### src/rtl/sdram_write_pkg.sv
// Shared definitions for the SDRAM write engine: SDRAM command encodings,
// the precharge-all address, write FSM states and a counter-width helper.
package sdram_write_pkg;

  // {cs_n, ras_n, cas_n, we_n}
  localparam logic [3:0] CMD_NOP   = 4'b0111;
  localparam logic [3:0] CMD_ACT   = 4'b0011;
  localparam logic [3:0] CMD_WRITE = 4'b0100;
  localparam logic [3:0] CMD_READ  = 4'b0101;
  localparam logic [3:0] CMD_PALL  = 4'b0010;
  localparam logic [3:0] CMD_AREF  = 4'b0001;

  localparam logic [12:0] PALL_ADDR = 13'h0400;

  typedef enum logic [4:0] {
    WR_IDLE   = 5'b00001,
    WR_REQ    = 5'b00010,
    WR_ACTIVE = 5'b00100,
    WR_WRITE  = 5'b01000,
    WR_PRE    = 5'b10000
  } wr_state_t;

  function automatic int unsigned cnt_width(input int unsigned n);
    return (n <= 1) ? 1 : $clog2(n);
  endfunction

endpackage

### src/rtl/sdram_write_if.sv
// Arbiter, SDRAM command and wfifo signals of the write engine.
// With SDRAM_WR_STAT_EN defined the bus also carries wr_burst_total.
interface sdram_write_if #(
  parameter int unsigned FIFO_DW = 8
);
  logic               wr_trig;
  logic               wr_en;
  logic               aref_req;
  logic               wr_req;
  logic               flag_wr_end;
  logic [3:0]         wr_cmd;
  logic [12:0]        wr_addr;
  logic [15:0]        wr_data;
  logic               wfifo_rd_en;
  logic [FIFO_DW-1:0] wfifo_rd_data;
`ifdef SDRAM_WR_STAT_EN
  logic [15:0]        wr_burst_total;
`endif

  modport master (
    output wr_trig, wr_en, aref_req, wfifo_rd_data,
    input  wr_req, flag_wr_end, wr_cmd, wr_addr, wr_data, wfifo_rd_en
`ifdef SDRAM_WR_STAT_EN
    , input wr_burst_total
`endif
  );

  modport slave (
    input  wr_trig, wr_en, aref_req, wfifo_rd_data,
    output wr_req, flag_wr_end, wr_cmd, wr_addr, wr_data, wfifo_rd_en
`ifdef SDRAM_WR_STAT_EN
    , output wr_burst_total
`endif
  );

endinterface

### src/rtl/sdram_write_addr_cnt.sv
// Beat/column/row counters of the write engine with burst, row-end and
// data-end flags; *_nxt outputs give the values the next cycle will hold.
module sdram_wr_addr_cnt
  import sdram_write_pkg::*;
#(
  parameter int unsigned BURST_LEN = 4,
  parameter int unsigned COL_END   = 3,
  parameter int unsigned ROW_END   = 1,
  localparam int unsigned BW = cnt_width(BURST_LEN),
  localparam int unsigned CW = 10 - BW,
  localparam int unsigned RW = cnt_width(ROW_END)
) (
  input  logic          clk,
  input  logic          rst,
  input  logic          cnt_en,
  output logic [BW-1:0] burst_nxt,
  output logic [CW-1:0] col_nxt,
  output logic [RW-1:0] row_cnt,
  output logic          burst_last,
  output logic          row_end,
  output logic          data_end
);

  logic [BW-1:0] burst_cnt;
  logic [CW-1:0] col_cnt;
  logic [RW-1:0] row_nxt;

  always_comb begin
    burst_last = (burst_cnt == BW'(BURST_LEN - 1));
    row_end    = burst_last && (col_cnt == CW'(COL_END - 1));
    data_end   = row_end && (row_cnt == RW'(ROW_END - 1));
  end

  always_comb begin
    burst_nxt = burst_cnt;
    col_nxt   = col_cnt;
    row_nxt   = row_cnt;
    if (cnt_en) begin
      burst_nxt = burst_last ? '0 : burst_cnt + BW'(1);
      if (burst_last) col_nxt = row_end ? '0 : col_cnt + CW'(1);
      if (row_end)    row_nxt = data_end ? '0 : row_cnt + RW'(1);
    end
  end

  always_ff @(posedge clk) begin
    if (rst) begin
      burst_cnt <= '0;
      col_cnt   <= '0;
      row_cnt   <= '0;
    end else begin
      burst_cnt <= burst_nxt;
      col_cnt   <= col_nxt;
      row_cnt   <= row_nxt;
    end
  end

endmodule

### src/rtl/sdram_write.sv
// SDRAM burst-write engine: requests the bus, opens a row, streams wfifo
// bursts, precharges and yields to refresh. Option: SDRAM_WR_STAT_EN.
module sdram_write
  import sdram_write_pkg::*;
#(
  parameter int unsigned BURST_LEN = 4,
  parameter int unsigned COL_END   = 3,
  parameter int unsigned ROW_END   = 1,
  parameter int unsigned FIFO_DW   = 8
) (
  input  logic          clk,
  input  logic          rst,
  sdram_write_if.slave  bus
);

  localparam int unsigned BW = cnt_width(BURST_LEN);
  localparam int unsigned CW = 10 - BW;
  localparam int unsigned RW = cnt_width(ROW_END);

  wr_state_t     state, state_n;
  logic          busy;
  logic          cnt_en;
  logic [BW-1:0] burst_nxt;
  logic [CW-1:0] col_nxt;
  logic [RW-1:0] row_cnt;
  logic          burst_last, row_end, data_end;
  logic [3:0]    cmd_d;
  logic [12:0]   addr_d;
  logic          flag_d;

  assign cnt_en = (state == WR_WRITE);

  sdram_wr_addr_cnt #(
    .BURST_LEN (BURST_LEN),
    .COL_END   (COL_END),
    .ROW_END   (ROW_END)
  ) u_addr_cnt (
    .clk        (clk),
    .rst        (rst),
    .cnt_en     (cnt_en),
    .burst_nxt  (burst_nxt),
    .col_nxt    (col_nxt),
    .row_cnt    (row_cnt),
    .burst_last (burst_last),
    .row_end    (row_end),
    .data_end   (data_end)
  );

  // Command/address are registered from state_n so they line up with state.
  always_ff @(posedge clk) begin
    if (rst) begin
      state           <= WR_IDLE;
      busy            <= 1'b0;
      bus.wr_cmd      <= CMD_NOP;
      bus.wr_addr     <= PALL_ADDR;
      bus.flag_wr_end <= 1'b0;
    end else begin
      state           <= state_n;
      bus.wr_cmd      <= cmd_d;
      bus.wr_addr     <= addr_d;
      bus.flag_wr_end <= flag_d;
      if (state == WR_IDLE && bus.wr_trig) busy <= 1'b1;
      else if (cnt_en && data_end)         busy <= 1'b0;
    end
  end

  always_comb begin
    state_n = state;
    unique case (state)
      WR_IDLE:   if (bus.wr_trig) state_n = WR_REQ;
      WR_REQ:    if (bus.wr_en)   state_n = WR_ACTIVE;
      WR_ACTIVE: state_n = WR_WRITE;
      // data_end implies row_end, so it needs no term of its own
      WR_WRITE:  if (burst_last && (bus.aref_req || row_end)) state_n = WR_PRE;
      WR_PRE: begin
        if (!busy)             state_n = WR_IDLE;
        else if (bus.aref_req) state_n = WR_REQ;
        else                   state_n = WR_ACTIVE;
      end
      default:   state_n = WR_IDLE;
    endcase
  end

  always_comb begin
    cmd_d  = CMD_NOP;
    addr_d = PALL_ADDR;
    unique case (state_n)
      WR_ACTIVE: begin
        cmd_d  = CMD_ACT;
        addr_d = 13'(row_cnt);
      end
      WR_WRITE: begin
        cmd_d  = (burst_nxt == '0) ? CMD_WRITE : CMD_NOP;
        addr_d = {3'b000, col_nxt, burst_nxt};
      end
      WR_PRE:  cmd_d = CMD_PALL;
      default: ;
    endcase
    flag_d = (state == WR_PRE) && (state_n != WR_ACTIVE);
  end

  assign bus.wr_req      = (state_n == WR_REQ);
  assign bus.wfifo_rd_en = (state_n == WR_WRITE);
  assign bus.wr_data     = 16'(bus.wfifo_rd_data[FIFO_DW-1:0]);

`ifdef SDRAM_WR_STAT_EN
  always_ff @(posedge clk) begin
    if (rst)
      bus.wr_burst_total <= '0;
    else if (cnt_en && burst_last && bus.wr_burst_total != '1)
      bus.wr_burst_total <= bus.wr_burst_total + 16'd1;
  end
`endif

endmodule

### src/flat_wrapper.sv
// flat-port wrapper written by rule: the top's interface ports become plain ports
module sdram_write_flat import sdram_write_pkg::*;
#(
  parameter int unsigned BURST_LEN = 4,
  parameter int unsigned COL_END   = 3,
  parameter int unsigned ROW_END   = 1,
  parameter int unsigned FIFO_DW   = 8
)
  (clk, rst, bus_wr_trig, bus_wr_en, bus_aref_req, bus_wfifo_rd_data, bus_wr_req, bus_flag_wr_end, bus_wr_cmd, bus_wr_addr, bus_wr_data, bus_wfifo_rd_en);
  sdram_write_if #(.FIFO_DW(FIFO_DW)) bus_i ();
  input  logic clk;
  input  logic rst;
  input wire logic [$bits(bus_i.wr_trig)-1:0] bus_wr_trig;
  input wire logic [$bits(bus_i.wr_en)-1:0] bus_wr_en;
  input wire logic [$bits(bus_i.aref_req)-1:0] bus_aref_req;
  input wire logic [$bits(bus_i.wfifo_rd_data)-1:0] bus_wfifo_rd_data;
  output wire logic [$bits(bus_i.wr_req)-1:0] bus_wr_req;
  output wire logic [$bits(bus_i.flag_wr_end)-1:0] bus_flag_wr_end;
  output wire logic [$bits(bus_i.wr_cmd)-1:0] bus_wr_cmd;
  output wire logic [$bits(bus_i.wr_addr)-1:0] bus_wr_addr;
  output wire logic [$bits(bus_i.wr_data)-1:0] bus_wr_data;
  output wire logic [$bits(bus_i.wfifo_rd_en)-1:0] bus_wfifo_rd_en;
  assign bus_i.wr_trig = bus_wr_trig;
  assign bus_i.wr_en = bus_wr_en;
  assign bus_i.aref_req = bus_aref_req;
  assign bus_i.wfifo_rd_data = bus_wfifo_rd_data;
  assign bus_wr_req = bus_i.wr_req;
  assign bus_flag_wr_end = bus_i.flag_wr_end;
  assign bus_wr_cmd = bus_i.wr_cmd;
  assign bus_wr_addr = bus_i.wr_addr;
  assign bus_wr_data = bus_i.wr_data;
  assign bus_wfifo_rd_en = bus_i.wfifo_rd_en;
  sdram_write #(.BURST_LEN(BURST_LEN), .COL_END(COL_END), .ROW_END(ROW_END), .FIFO_DW(FIFO_DW)) u_core (.clk(clk), .rst(rst), .bus(bus_i));
endmodule
### config.mk
export PLATFORM = sky130hd
export DESIGN_NAME = sdram_write_flat
export DESIGN_NICKNAME = d
export VERILOG_FILES = /design/src/rtl/sdram_write_pkg.sv /design/src/rtl/sdram_write_if.sv /design/src/rtl/sdram_write_addr_cnt.sv /design/src/rtl/sdram_write.sv /design/src/flat_wrapper.sv
export SDC_FILE = /design/constraint.sdc
export NUM_CORES = 1
export LEC_CHECK = 0
export ABC_AREA = 1
export CORE_ASPECT_RATIO = 0.75
export CORE_MARGIN = 1
export CORE_UTILIZATION = 49
export DETAILED_ROUTE_END_ITERATION = 10
export PLACE_DENSITY = 0.9
export SYNTH_ARGS = -nofsm -noshare
export SYNTH_HDL_FRONTEND = slang
export SYNTH_SLANG_ARGS = --single-unit
### constraint.sdc
create_clock -name clk -period 3.6 [get_ports clk]
set_clock_uncertainty 0.2 [all_clocks]
set_input_delay 0.72 -clock clk [delete_from_list [all_inputs] [get_ports clk]]
set_output_delay 0.72 -clock clk [all_outputs]
set_load 0.01 [all_outputs]
### Sequential cells colored by netlist name

Bar = 20 um. Other sequential cells in the stronger gray, the rest of the logic in the fainter gray.
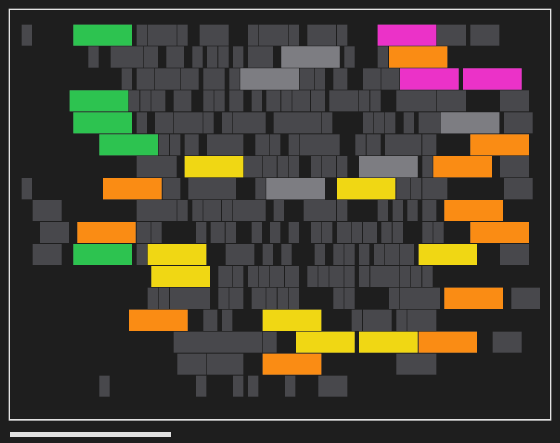
legend:
  magenta:
    signal: u_core.bus.wr_cmd
    sequential_cells: 3
  green:
    signal: u_core.state
    sequential_cells: 5
  orange:
    signal: u_core.bus.wr_addr
    sequential_cells: 11
  yellow:
    signal: u_core.u_addr_cnt.col_cnt
    sequential_cells: 8
not colored: 5

### Placement view

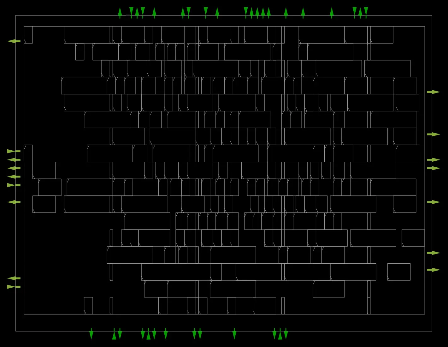
FILL cells: 267
tapcells inserted: 38
utilization of the core after routing: 60.9%

### Sizing map

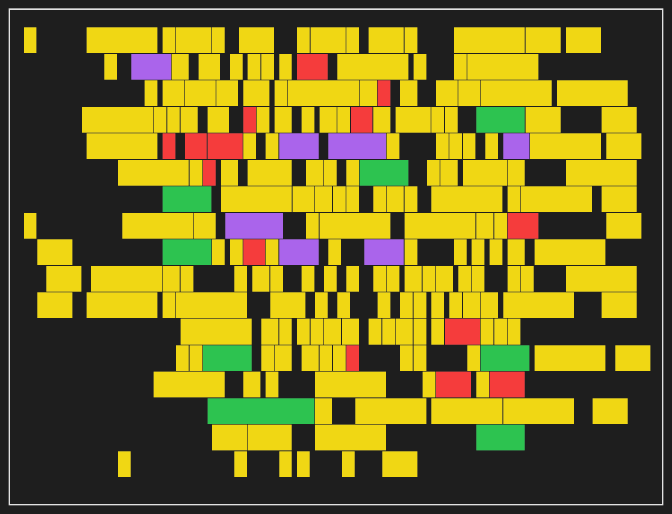
legend:
  yellow:
    size: drive 1 or less
    cells: 191
  green:
    size: drive 6 and up
    cells: 8
    most_used: clkbuf_8
  purple:
    size: drive 3 to 4
    cells: 7
    most_used: nor2_4
  red:
    size: drive 2
    cells: 14
    most_used: inv_2

==> flow_summary.ini <==
; implementation run metrics
[layout]
clock_tree_area_fraction_pct = 6.97
max_reg_flops = 11
buf_share_pct = 12.0
area_growth_syn_to_layout_pct = 17.0
seqCellArea_um2 = 641
finalNetCount = 235
inverters_excl_clock = 30
num_antenna_cells = 0
layout.area.comb_um2 = 669
comb_cells = 128
register_name_with_the_most_flops = u_core.bus.wr_addr
buffers_excl_clock = 22
final_layout_size_suffix_gt1_share_pct = 13.2

[detailed_routing]
drt_pass1_iterations = 4
route.antenna.remaining_nets = 0
avgRoutedWirePerCell_um = 11.1
routed_via_density = 4.84
finalWirelength_um = 2870
drcViolationCount = 0

[worst_hold_path]
hold_path_end = u_core.u_addr_cnt.row_cnt$_SDFFE_PP0P_
hp-class = flip-flop to flip-flop
hold_depth = 2

[synthesis]
ys_sh_xor_pct = 0
synth-main-ff-cell = sky130_fd_sc_hd__dfxtp_1
synth.top_cells.by_area = sky130_fd_sc_hd__dfxtp_1 41%, sky130_fd_sc_hd__buf_4 9.7%, sky130_fd_sc_hd__nand2_1 7.7%
synth_simple_gate_area_share_pct = 30.6
synth_top_cell_by_area = sky130_fd_sc_hd__dfxtp_1
number_of_cells_in_yosys_stat = 202
ys.flops = 32
ys_chip_area_um2 = 1550
postSynthCellCount = 202
ys.warnings.count = 0
synthMuxAreaShare_pct = 0
ys_sh_adder_pct = 2.42
synthDominantCellAreaShare_pct = 41.3
ys_sh_aoi_pct = 7.51
post_synth.cell_area_avg_um2 = 7.67
synth.lib_cells_used.distinct = 29
enable_flop_cells = 0
top_cells_by_count = 32 x sky130_fd_sc_hd__dfxtp_1, 32 x sky130_fd_sc_hd__nand2_1, 28 x sky130_fd_sc_hd__nor2_1, 24 x sky130_fd_sc_hd__inv_1, 20 x sky130_fd_sc_hd__buf_4
yosys.stat.seqShare_pct = 41.3

[cts]
tritoncts = yes
worst_setup_hold_path_clk_slew_ns = 0.07
cts.htree.levels = 2
cts.path.max_buffers = 2
cts_hold_repair.buffers = 0
clk_latency_ns = 0.29
tritoncts.num_buffers = 5
post_cts.repair.setup_buffers = 0

[outcome]
outcome = finished, final reports clean

[setup_path]
critical_path.reg2reg.endpoint = u_core.bus.wr_addr[1]$_SDFF_PP0_
critical_path_start_type = input pin
timing.critical_path.to_type = primary output
rrSetupSlack_ns = 1.74
worstPathRequired_ns = 2.68
critPathKind = input pin to primary output

[final_timing]
finalSetupTns_ns = 0
timing_hold_violations_final = 0
setup_repair_after_global_routing_missed_its_margin = no
post-route-period-util_pct = 87.0
timing.fmax_mhz = 319
final_period_minus_worst_setup_slack_ns = 3.13
maxSlewViolCount = 0

[floorplan]
dieHeight_um = 50.7
fp.dieW_um = 67.0
initCoreUtil_pct = 52.1
floorplan.rows = 17
chipArea_um2 = 3400

[global_route]
grt_use_total_pct = 20.2
grt_pass1_vias = 1131
antenna_found_initial = 0

[place]
place_hpwl_um = 2120
place_congestion = 0.879

[power]
power_per_cell_area_nw_per_um2 = 430
cellLeakagePower_nw = 0.802

[flow_run]
tool_warnings = 27
max_cap_violations = 0
### Clock network drawn from the DEF

Bar = 20 um.
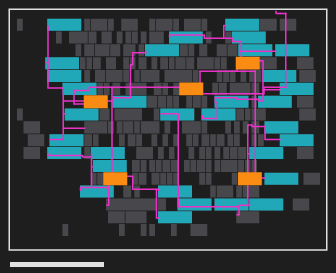
legend:
  orange:
    item: cells driving clock nets
    count: 5
  magenta:
    item: clock wires
    length: 398 um
  cyan:
    item: flip-flops
    count: 32
routed clock nets: 6

### Wire density map

13 x 10 tiles, from dark blue (low) to red (high), scaled to the fullest tile. Values are wire area over tile area, all layers added.
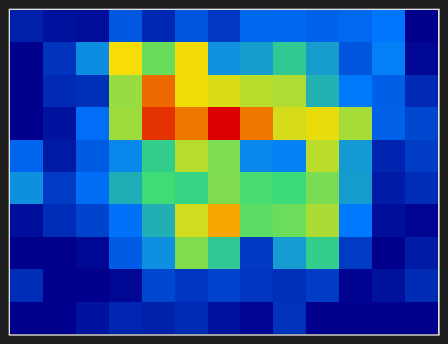
fullest tile: 0.51
nearly empty tiles: 16%
densest ninth of the die: middle

## power breakdown
| group | switching [W] | internal [W] | leakage (nW) |
|---|---|---|---|
| sequential | 0.00000344 | 0.000358 | 0.259 |
| clock | 0.000132 | 0.000244 | 0.0645 |
| combinational | 0.0000275 | 0.0000149 | 0.479 |
## how the worst max path moves through the flow
stage / startpoint / endpoint / slack, ns / cells past startpoint
global route: bus_aref_req / bus_wfifo_rd_en / 0.41 / 7
floorplan: u_core.u_addr_cnt.burst_cnt[0]$_SDFF_PP0_ / bus_wfifo_rd_en / 1.50 / 9
finish: bus_aref_req / bus_wfifo_rd_en / 0.47 / 7
detailed placement: bus_aref_req / bus_wfifo_rd_en / 0.48 / 7
CTS: bus_aref_req / bus_wfifo_rd_en / 0.48 / 7
global placement: bus_aref_req / bus_wfifo_rd_en / 0.55 / 7
## through the flow
stage	hold WS (ns)	total power [W]	std cells	area (um^2)	setup WS, ns
2_1_floorplan	0.218	0.000415	212	1590	1.50
3_3_place_gp	0.231	0.000410	250	1690	0.548
3_5_place_dp	0.230	0.000411	250	1690	0.482
4_1_cts	0.241	0.000783	258	1810	0.478
5_1_grt	0.269	0.000808	258	1810	0.411
6_report	0.247	0.000780	258	1810	0.470
## layer usage
layer,vias up,GRT usage [%],routed length (um)
met5,-,0,0
met4,0,11.0,85
met3,10,6.59,181
met2,42,27.9,1240
met1,554,27.2,1360
li1,642,-,-
## worst max-delay path, stage by stage
cell and delay [ns]:
sky130_fd_sc_hd__clkdlybuf4s50_1 0.43, sky130_fd_sc_hd__inv_1 0.09, sky130_fd_sc_hd__nand2_1 0.07, sky130_fd_sc_hd__nand2_1 0.12
sky130_fd_sc_hd__nand2_1 0.10, sky130_fd_sc_hd__nand2_2 0.12, sky130_fd_sc_hd__clkdlybuf4s50_1 0.56
Power is estimated from default activity; no workload was simulated.
